Wire density map:
8 x 9 tiles, from dark blue (low) to red (high), scaled to the fullest tile. Values are wire area over tile area, all layers added.
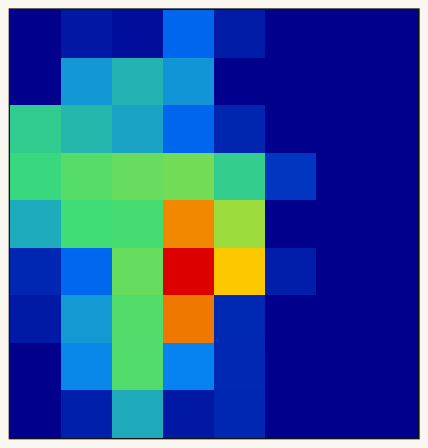
Pin map:
Pins as bars across the die edge, other pins in gray.
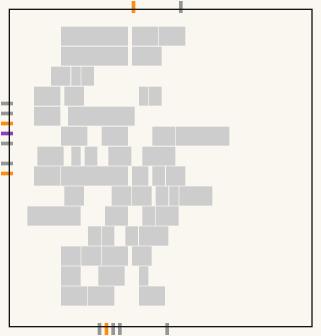
**src/rtl/dw03_updn_ctr_pkg.sv**
```systemverilog
// dw03_updn_ctr_pkg: shared width default and count-direction encoding for the up/down counter.
package dw03_updn_ctr_pkg;

    localparam int DW03_UPDN_CTR_WIDTH_DEFAULT = 4;

    typedef enum logic {
        DIR_DOWN = 1'b0,
        DIR_UP   = 1'b1
    } dir_e;

endpackage

```
**src/rtl/dw03_updn_ctr_tc.sv**
```systemverilog
// dw03_updn_ctr_tc: terminal-count decoder, all-ones when counting up, zero when counting down.
module dw03_updn_ctr_tc
    import dw03_updn_ctr_pkg::*;
#(
    parameter int width = DW03_UPDN_CTR_WIDTH_DEFAULT
) (
    input  logic [width-1:0] count,
    input  logic             up_dn,
    output logic             tercnt
);

    assign tercnt = (dir_e'(up_dn) == DIR_UP) ? &count : ~|count;

endmodule

```
**src/rtl/dw03_updn_ctr.sv**
```systemverilog
// dw03_updn_ctr: up/down counter with active-low load, count enable and terminal-count flag.
// Define DW03_UPDN_CTR_TERCNT_REG_EN to register tercnt (decoded from next count and current up_dn).
module dw03_updn_ctr
    import dw03_updn_ctr_pkg::*;
#(
    parameter int width = DW03_UPDN_CTR_WIDTH_DEFAULT
) (
    input  logic             clk,
    input  logic             reset,
    input  logic [width-1:0] data,
    input  logic             up_dn,
    input  logic             load,
    input  logic             cen,
    output logic [width-1:0] count,
    output logic             tercnt
);

    logic [width-1:0] count_d;
    logic [width-1:0] count_q;

    always_comb begin
        count_d = count_q;
        if (!load)
            count_d = data;
        else if (cen)
            count_d = (dir_e'(up_dn) == DIR_UP) ? count_q + width'(1) : count_q - width'(1);
    end

    always_ff @(posedge clk or negedge reset) begin
        if (!reset)
            count_q <= '0;
        else
            count_q <= count_d;
    end

    assign count = count_q;

`ifdef DW03_UPDN_CTR_TERCNT_REG_EN
    logic tercnt_d;
    logic tercnt_q;

    dw03_updn_ctr_tc #(.width(width)) u_tc (
        .count  (count_d),
        .up_dn  (up_dn),
        .tercnt (tercnt_d)
    );

    always_ff @(posedge clk or negedge reset) begin
        if (!reset)
            tercnt_q <= 1'b0;
        else
            tercnt_q <= tercnt_d;
    end

    assign tercnt = tercnt_q;
`else
    dw03_updn_ctr_tc #(.width(width)) u_tc (
        .count  (count_q),
        .up_dn  (up_dn),
        .tercnt (tercnt)
    );
`endif

endmodule

```
**config.mk**
```make
export PLATFORM = sky130hd
export DESIGN_NAME = dw03_updn_ctr
export DESIGN_NICKNAME = d
export VERILOG_FILES = /design/src/rtl/dw03_updn_ctr_pkg.sv /design/src/rtl/dw03_updn_ctr_tc.sv /design/src/rtl/dw03_updn_ctr.sv
export SDC_FILE = /design/constraint.sdc
export NUM_CORES = 1
export LEC_CHECK = 0
export CAP_MARGIN = 20
export CORE_AREA = 2 2 39 41
export CTS_CLUSTER_SIZE = 20
export DETAILED_ROUTE_END_ITERATION = 16
export DIE_AREA = 0 0 41 43
export GPL_ROUTABILITY_DRIVEN = 0
export SLEW_MARGIN = 10
export SYNTH_ARGS = -nofsm -noshare
export SYNTH_HDL_FRONTEND = slang
export SYNTH_SLANG_ARGS = --single-unit
```
**constraint.sdc**
```tcl
create_clock -name clk -period 3.65 [get_ports clk]
set_input_delay 1.095 -clock clk [delete_from_list [all_inputs] [get_ports clk]]
set_output_delay 1.095 -clock clk [all_outputs]
set_load 0.05 [all_outputs]
```
==> flow_metrics.py <==
# Physical implementation metrics
metrics = {
    "job": {
        "warnings": 26,
        "drv_cap": 0,
    },
    "synthesis": {
        "synthArstFlopShare_pct": 100,
        "synth_area_um2": 340,
        "synthAoiAreaFrac_pct": 15.8,
        "fa_ha_area_share_pct": 13.2,
        "yosys-stat-cells": 37,
        "syn_inst": 37,
        "synth-edff-count": 0,
        "topCellsByArea": "dfrtp_1 (29%), ha_1 (7.4%), a21oi_1 (5.9%), fa_1 (5.9%), xnor2_1 (5.1%)",
        "synthXorXnorAreaFrac_pct": 5.15,
        "syn_avg_cell_area_um2": 9.20,
        "top_cells_by_count": "a21oi_1 (4), dfrtp_1 (4), nand3_1 (3), nor2_1 (3)",
        "muxShareOfSynthArea_pct": 6.25,
        "ys_seq_share_pct": 29.4,
        "top_logic_kind": "simple AND/OR/NAND/NOR gates",
        "floorplan.nets": 49,
        "synth_top_area_share_pct": 29.4,
    },
    "final_layout": {
        "largest_reg_flops": 4,
        "comb_area_share_pct": 42.5,
        "area_growth_pct": 52.2,
        "buf_share_pct": 28.5,
        "buffers": 14,
        "diodes": 0,
        "final_cell_mix": "clkdlybuf4s50_1 (12), a21oi_1 (4), dfrtp_1 (4)",
        "ff_count": 4,
        "num-clock-buffers": 3,
        "n_all_inverters": 2,
        "postLayoutCoreUtil_pct": 37.4,
        "layout.area.comb_um2": 220,
        "layout.cells.most_common": "clkdlybuf4s50_1",
        "final_area_um2": 518,
        "area_dominant_class": "logic gates",
        "seq_area_um2": 100,
        "fin_cells": 68,
    },
    "global_route": {
        "met1_usage_pct": 12.2,
        "grt_antenna_before_repair": 0,
        "grt_pass1_vias": 302,
        "gr-usage-met3_pct": 3.14,
        "globalRouteMet2Util_pct": 16.3,
        "groute.usage.overall_pct": 10.2,
    },
    "clock_network": {
        "cts_hold_buffers": 0,
        "cts_tree": "done",
        "cts.clk_slew.worst_paths_ns": 0.03,
        "cts_inserted_buffers": 3,
        "cts_root_buf": "clkbuf_4",
    },
    "setup_path": {
        "rr_startpoint": "count[0]$_DFFE_PN0P_",
        "crit_path_start": "up_dn",
        "slowest_delay_ns": 0.52,
        "r2r_slack_ns": 2.12,
        "arrival_ns": 2.44,
        "slowest_stage": "or4_1",
        "worst_ep_required_time_ns": 2.55,
        "crit_chain": "clkdlybuf4s50_1 -> or4_1 -> o21ai_1 -> buf_12",
        "path_buffers": 2,
        "ff2ff_path_depth": 4,
        "r2r_end": "count[2]$_DFFE_PN0P_",
    },
    "detailed_routing": {
        "maxUsedRoutingLayer": "met3",
        "dr.pass1.iters": 4,
        "antenna_left": 0,
        "drt_iter0_markers": 2,
        "met2_length_um": 390,
        "drc": 0,
    },
    "power_and_ir_drop": {
        "comb-power_w": 0.000104,
        "peakVddDrop_v": 0.000158,
        "p_leak_nw": 0.212,
        "swShare_pct": 38.4,
        "power_leader": "combinational logic",
        "p_switching_w": 0.0000850,
        "seq_power_share_pct": 29.6,
        "cellPowerDensity_mw_per_mm2": 427,
        "combPwrFrac_pct": 47.1,
        "pg_clk_w": 0.0000516,
        "intPower_w": 0.000136,
    },
    "sta": {
        "worstMarginPinSlew_ns": 0.499,
        "report.final.hold_viol_count": 0,
        "finalWorstSetupSlack_ns": 0.115,
        "tns_ns": 0,
        "setup_viol": 0,
        "skew_ns": 0.00297,
        "relSlewSlack_pct": 66.6,
        "fmax_ghz": 0.283,
        "min_period_ns": 3.54,
        "drv_slew": 0,
        "finalClockPeriodUsage_pct": 96.9,
        "hold_slack_ns": 0.735,
    },
    "floorplanning": {
        "nWellTaps": 16,
        "core_area_mm2": 0.00138,
        "io_pins": 14,
        "initial_utilization_pct": 24.6,
        "rows": 14,
    },
    "min_path": {
        "whs_path_depth": 2,
        "min_path_type": "register to register",
        "hold_end": "count[1]$_DFFE_PN0P_",
    },
    "outcome": {
        "outcome": "completed",
    },
    "placed_design": {
        "dp.final_hpwl_um": 611,
        "preCtsSetupSlack_ns": 0.123,
        "dp.cells": 65,
    },
}
Back to the opening pictures, 'wire density map':
- mean over tiles: 0.067
- nearly empty tiles: 42%
- tiles over half the peak: 18%
routed via count: 324
Detailed Route WL: 759 um
wire length per cell: 11.2 um

Back to the opening pictures, 'pin map':
- purple: `reset` (pins 1; direction input; edge left)
- orange: `data` (pins 4; direction input; edge 2 left, 1 top, 1 bottom)
# port buffers: 13
Die W: 41 um

